==> src/rtl/pll_reset_seq_pkg.sv <==
// Shared types and helpers for the PLL reset sequencer.
package pll_reset_seq_pkg;

    typedef enum logic [2:0] {
        PLL_RESET,
        WAIT_LOCK,
        STABLE,
        RUN,
        FAIL
    } state_e;

    // Shared down-counter width, sized for the largest of the three cycle parameters.
    function automatic int cnt_width(input int a, input int b, input int c);
        int m;
        m = (a > b) ? a : b;
        m = (m > c) ? m : c;
        return (m > 1) ? $clog2(m) : 1;
    endfunction

endpackage

==> src/rtl/pll_reset_seq_sync2_bit.sv <==
// Two-flop synchronizer, async active-high reset to 0.
module sync2_bit (
    input  logic clk_i,
    input  logic rst_i,
    input  logic d_i,
    output logic q_o
);
    logic meta_q;
    logic sync_q;

    always_ff @(posedge clk_i or posedge rst_i) begin
        if (rst_i) begin
            meta_q <= 1'b0;
            sync_q <= 1'b0;
        end else begin
            meta_q <= d_i;
            sync_q <= meta_q;
        end
    end

    assign q_o = sync_q;
endmodule

==> src/rtl/pll_reset_sequencer.sv <==
// PLL reset/lock sequencer: pulses PLL_RST, waits for stable lock, releases RST_N_OUT.
// Optional retry limit (FAIL state) enabled by `define PLL_RESET_SEQ_RETRY_LIMIT_EN.
//   state     | meaning
//   PLL_RESET | PLL_RST high for RST_PULSE_CYCLES
//   WAIT_LOCK | waiting for synced lock, bounded by LOCK_TIMEOUT_CYCLES
//   STABLE    | lock must hold for LOCK_STABLE_CYCLES
//   RUN       | locked; RST_N_OUT released
//   FAIL      | retry limit exhausted, sticky until RST
module pll_reset_sequencer
    import pll_reset_seq_pkg::*;
#(
    parameter int RST_PULSE_CYCLES    = 16,
    parameter int LOCK_TIMEOUT_CYCLES = 65536,
    parameter int LOCK_STABLE_CYCLES  = 1024,
    parameter int MAX_RETRIES         = 7,
    parameter int RETRY_W             = 8
) (
    input  logic               CLK,
    input  logic               RST,
    input  logic               LOCKED_IN,
    output logic               PLL_RST,
    output logic               RST_N_OUT,
    output logic               LOCK_LOSS,
    output logic [RETRY_W-1:0] RETRY_COUNT,
    output logic               FAILED
);
    localparam int CNT_W = cnt_width(RST_PULSE_CYCLES, LOCK_TIMEOUT_CYCLES, LOCK_STABLE_CYCLES);
    localparam logic [CNT_W-1:0] PULSE_LOAD   = CNT_W'(RST_PULSE_CYCLES - 1);
    localparam logic [CNT_W-1:0] TIMEOUT_LOAD = CNT_W'(LOCK_TIMEOUT_CYCLES - 1);
    localparam logic [CNT_W-1:0] STABLE_LOAD  = CNT_W'(LOCK_STABLE_CYCLES - 1);

    if (RST_PULSE_CYCLES < 1 || LOCK_TIMEOUT_CYCLES < 1 || LOCK_STABLE_CYCLES < 1 ||
        MAX_RETRIES < 0 || RETRY_W < 1) begin : g_bad_params
        $error("pll_reset_sequencer: illegal parameter value");
    end

    logic               lock_s;
    state_e             state_q, state_d;
    logic [CNT_W-1:0]   cnt_q, cnt_d, cnt_eff;
    logic               fresh_q;
    logic [RETRY_W-1:0] retry_q, retry_d, retry_inc;
    logic               rst_n_q, rst_n_d;
    logic               lock_loss_q, lock_loss_d;
    logic               bump;

    sync2_bit u_lock_sync (
        .clk_i (CLK),
        .rst_i (RST),
        .d_i   (LOCKED_IN),
        .q_o   (lock_s)
    );

    // Counter resets to 0; the first cycle after reset behaves as a PLL_RESET entry.
    assign cnt_eff   = fresh_q ? PULSE_LOAD : cnt_q;
    assign retry_inc = (&retry_q) ? retry_q : retry_q + 1'b1;

    always_comb begin
        state_d     = state_q;
        cnt_d       = (cnt_eff != '0) ? cnt_eff - 1'b1 : '0;
        retry_d     = retry_q;
        lock_loss_d = 1'b0;
        bump        = 1'b0;
        unique case (state_q)
            PLL_RESET: begin
                if (cnt_eff == '0) begin
                    state_d = WAIT_LOCK;
                    cnt_d   = TIMEOUT_LOAD;
                end
            end
            WAIT_LOCK: begin
                if (lock_s) begin
                    state_d = STABLE;
                    cnt_d   = STABLE_LOAD;
                end else if (cnt_eff == '0) begin
                    bump = 1'b1;
                end
            end
            STABLE: begin
                if (!lock_s) begin
                    state_d = WAIT_LOCK;
                    cnt_d   = TIMEOUT_LOAD;
                end else if (cnt_eff == '0) begin
                    state_d = RUN;
                    cnt_d   = '0;
                end
            end
            RUN: begin
                if (!lock_s) begin
                    bump        = 1'b1;
                    lock_loss_d = 1'b1;
                end
            end
            default: begin
`ifdef PLL_RESET_SEQ_RETRY_LIMIT_EN
                cnt_d = '0;
`else
                state_d = PLL_RESET;
                cnt_d   = PULSE_LOAD;
`endif
            end
        endcase
        if (bump) begin
            retry_d = retry_inc;
            state_d = PLL_RESET;
            cnt_d   = PULSE_LOAD;
`ifdef PLL_RESET_SEQ_RETRY_LIMIT_EN
            if (retry_inc == RETRY_W'(MAX_RETRIES + 1)) begin
                state_d = FAIL;
                cnt_d   = '0;
            end
`endif
        end
        // Released one cycle after RUN entry, dropped on the same edge that leaves RUN.
        rst_n_d = (state_q == RUN) && (state_d == RUN);
    end

    always_ff @(posedge CLK or posedge RST) begin
        if (RST) begin
            state_q     <= PLL_RESET;
            cnt_q       <= '0;
            fresh_q     <= 1'b1;
            retry_q     <= '0;
            rst_n_q     <= 1'b0;
            lock_loss_q <= 1'b0;
        end else begin
            state_q     <= state_d;
            cnt_q       <= cnt_d;
            fresh_q     <= 1'b0;
            retry_q     <= retry_d;
            rst_n_q     <= rst_n_d;
            lock_loss_q <= lock_loss_d;
        end
    end

    assign PLL_RST     = (state_q == PLL_RESET) || (state_q == FAIL);
    assign RST_N_OUT   = rst_n_q;
    assign LOCK_LOSS   = lock_loss_q;
    assign RETRY_COUNT = retry_q;
`ifdef PLL_RESET_SEQ_RETRY_LIMIT_EN
    assign FAILED = (state_q == FAIL);
`else
    assign FAILED = 1'b0;
`endif
endmodule

==> config.mk <==
export PLATFORM = sky130hd
export DESIGN_NAME = pll_reset_sequencer
export DESIGN_NICKNAME = d
export VERILOG_FILES = /design/src/rtl/pll_reset_seq_pkg.sv /design/src/rtl/pll_reset_seq_sync2_bit.sv /design/src/rtl/pll_reset_sequencer.sv
export SDC_FILE = /design/constraint.sdc
export NUM_CORES = 1
export LEC_CHECK = 0
export CAP_MARGIN = 20
export CORE_MARGIN = 1
export CORE_UTILIZATION = 51
export DETAILED_ROUTE_END_ITERATION = 10
export PLACE_DENSITY = 0.87
export RECOVER_POWER = 25
export SLEW_MARGIN = 20
export SYNTH_ARGS = -nofsm -noshare
export SYNTH_HDL_FRONTEND = slang
export SYNTH_HIERARCHICAL = 1
export SYNTH_SLANG_ARGS = --single-unit
==> constraint.sdc <==
create_clock -name CLK -period 2.4 [get_ports CLK]
set_input_delay 0.36 -clock CLK [delete_from_list [all_inputs] [get_ports CLK]]
set_output_delay 0.36 -clock CLK [all_outputs]
set_load 0.02 [all_outputs]
==> qor.json <==
{
  "ys_sh_adder_pct": 1.45,
  "power_frac_clock_pct": 40.6,
  "cpMostUsedCell": "sky130_fd_sc_hd__nand3_1",
  "dr_wl_met3_um": 213,
  "setup_viols_final": 0,
  "cts.repair_timing.setup_buffer_count": 0,
  "clockBufferDepth": 2,
  "rsz0062_at_grt": "no",
  "drc": 0,
  "synth-main-ff-cell": "sky130_fd_sc_hd__dfrtp_1",
  "cts_hold_repair.buffers": 0,
  "cp.required_ns": 2.64,
  "cpMaxStageDelayCell": "sky130_fd_sc_hd__nor4_1",
  "timing.critical_path.from_type": "flip-flop",
  "top_usage_layer": "met2",
  "synth_cells": 185,
  "criticalPathCategory": "reg -> reg",
  "cts_root_buffer": "sky130_fd_sc_hd__clkbuf_4",
  "final_min_period_over_clock_period_pct": 90.5,
  "number_of_warnings_in_the_stage_logs": 26,
  "fp.dieArea_sq_mm": 0.00363,
  "cts_buffers": 5,
  "power_density_mw_per_mm2": 498,
  "worst_slew_pin_slew_ns": 1.58,
  "ys_flops": 32,
  "synth_chip_area_sq_mm": 0.00173,
  "finalClockSkew_ns": 0.0132,
  "grt_max_degree": 31,
  "syn2layout_area_growth_pct": 16.2,
  "post_synth_and_or_nand_nor_area_fraction_pct": 27.0,
  "worst_r2r_path_depth": 5,
  "synth-edff-count": 0,
  "num-fill-cells": 267,
  "synth.cell_area_sq_mm": 0.00173,
  "num_antenna_cells": 0,
  "largest_cell_class": "multi-input combinational cells",
  "crit_path_end_kind": "flip-flop",
  "failed_checks": "capacitance limit, slew limit",
  "p_sw_mw": 0.226,
  "fp_util_pct": 55.4,
  "aoi_share_pct": 18.1,
  "grt_antenna_before_repair": 0,
  "cts_tree": "built",
  "synth.avg_cell_area_sq_um": 9.36,
  "die_y_um": 60.3,
  "leak_pwr_nw": 0.830,
  "drt_pre_antenna_iters": 4,
  "power_report.internal_total_mw": 0.775,
  "critPathLaunch": "cnt_q[4]",
  "fp-row-count": 20,
  "timing.critical_path.slowest_cell_delay_ns": 0.53,
  "flop-count": 32,
  "reg2reg_to": "RETRY_COUNT[4]",
  "top_cells_by_count": "sky130_fd_sc_hd__dfrtp_1 (31), sky130_fd_sc_hd__a21oi_1 (15), sky130_fd_sc_hd__nor2_1 (14), sky130_fd_sc_hd__nand3_1 (11), sky130_fd_sc_hd__nand2_1 (10)",
  "outcome": "complete, but fails checks",
  "grt_overflow_total": 0,
  "path_clk_slew_ns": 0.10,
  "power.ir.vdd_worst_mv": 0.536,
  "detail_route.wirelength.met1_um": 1770,
  "synth.top_cell.area_share_pct": 44.8,
  "grt_pass1_wl_um": 6250,
  "nonClkBufAreaFrac_pct": 8.15,
  "power.combinational.total_mw": 0.0365,
  "fp.coreArea_sq_mm": 0.00313,
  "dr_wl_met2_um": 1710,
  "critical_path_cell_count": 5,
  "layout_top_cell": "sky130_fd_sc_hd__dfrtp_1",
  "sequentialPowerShare_pct": 55.8,
  "r2r_setup_slack_ns": 0.23,
  "clockNetworkAreaShare_pct": 3.79,
  "design.portCount": 15,
  "tap_cells": 44,
  "power.share.switching_pct": 22.6,
  "synth_top_cell_by_count": "sky130_fd_sc_hd__dfrtp_1",
  "dr.max_layer_used": "met4",
  "worstSkewPairLatency_ns": 0.35,
  "drt_first_iter_violations": 128,
  "placement.io_buffers": 13,
  "multiInputCombCellCount": 144,
  "cp_top_family": "simple AND/OR/NAND/NOR gates",
  "logic_area_sq_um": 892,
  "grtUsageMet2_pct": 33.9,
  "power_top_consumer": "sequential cells",
  "numnets_final": 212,
  "ctsHtreeMaxLevel": 2,
  "total_negative_slack_ns": 0,
  "yosys-dominant-comb-family": "simple AND/OR/NAND/NOR gates",
  "crit_arrival_ns": 2.42,
  "holdCritPathClass": "in -> async",
  "comb_area_share_pct": 44.3,
  "crit_path_end": "RETRY_COUNT[4]",
  "drive_gt1_share_pct": 9.62,
  "gp_congestion": 0.928,
  "clock_sinks": 32,
  "critical_path.n_buffers_inverters": 0,
  "synthArstFlopShare_pct": 100,
  "antenna_left": 0,
  "postCtsResizedCells": 0,
  "fp.dieW_um": 60.3,
  "timing_max_transition_violations_final": 31,
  "drv.max_cap_violation_count": 1,
  "synth_area_leader_cell": "sky130_fd_sc_hd__dfrtp_1",
  "share_comb_of_total_power_pct": 3.6,
  "timing.final.hold_violations": 0,
  "yosys.cell_types.count": 47,
  "num-clock-buffers": 6,
  "r2r_start": "cnt_q[4]",
  "critPathMaxFanout": 8,
  "synth.yosys.warnings": 6,
  "power_clock_mw": 0.407
}
==> registers in the layout, summed over array words and instances, names as in the netlist <==
signal	cells
cnt_q	16
LOCK_LOSS	1
RETRY_COUNT	8
state_q	3
RST_N_OUT	1
fresh_q	1
u_lock_sync/meta_q	1
u_lock_sync/q_o	1
==> through the flow <==
stage	total power [mW]	hold WS (ns)	instance area [sq um]	worst slack, ns	instances
after global routing	1.04	0.308	2010	0.0146	252
final	1.00	0.306	2010	0.229	252
after global placement	0.606	0.334	1940	0.310	244
after CTS	1.01	0.165	2020	0.246	252
after detailed placement	0.607	0.354	1940	0.249	244
after floorplan	0.592	0.101	1740	0.199	187
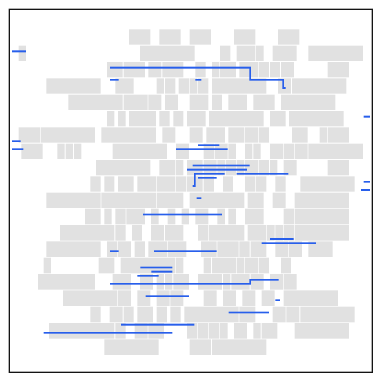
Fig. 1. The metal 3 layer.
Scale: 6 px per um. Cells faint in the background.
share of all routed wire: 5.7%
wire length on this layer: 214 um
main direction: horizontal
wire length after detailed routing: 3750 um
number of vias after detailed routing: 1494
global-route track usage on met3: 7.79%

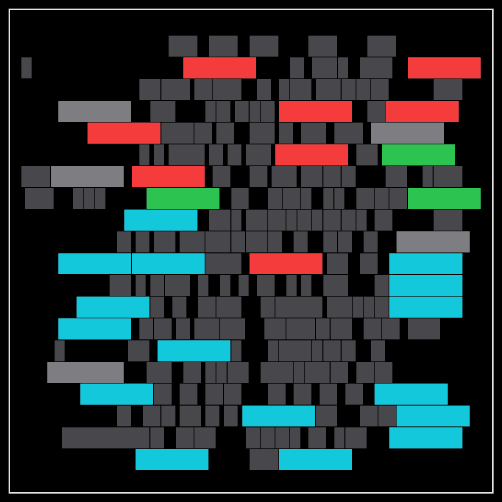
Fig. 2. Sequential cells coloured by netlist name.
Scale: 8 px per um. Other sequential cells in the stronger grey, the rest of the logic in the fainter grey.
| colour | name in the netlist | sequential cells |
|---|---|---|
| red | `RETRY_COUNT` | 8 |
| green | `state_q` | 3 |
| cyan | `cnt_q` | 16 |
not coloured: 5
total sequential power: 0.559 mW
post-layout utilization of the core: 64.3%
register area: 802 sq um
sequential cell area share: 39.9%

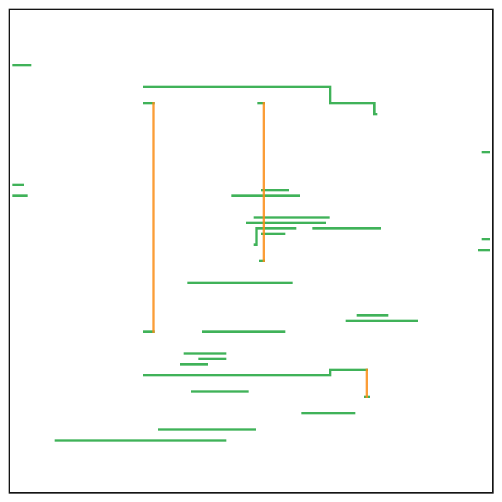
Fig. 3. Wiring by layer.
Scale: 8 px per um. Two of the layers only.
| colour | layer | wire length |
|---|---|---|
| green | met3 | 214 um |
| orange | met4 | 51.7 um |
per-cell routed wire length: 14.9 um
all-layer global routing usage: 23.6%

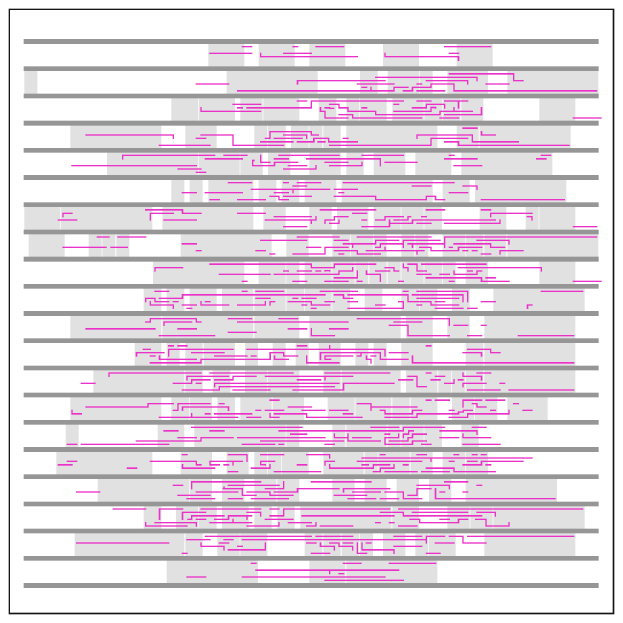
Fig. 4. Met1 routing.
Scale: 10 px per um. Supply wires on this layer in grey. Cells faint in the background.
share of all routed wire: 47%
longest straight run: 18.4 um
wire length on this layer: 1770 um
main direction: horizontal
global routing met1 resource utilization: 32.5%

Power figures rest on the tool's default switching activity, not on a simulated workload.
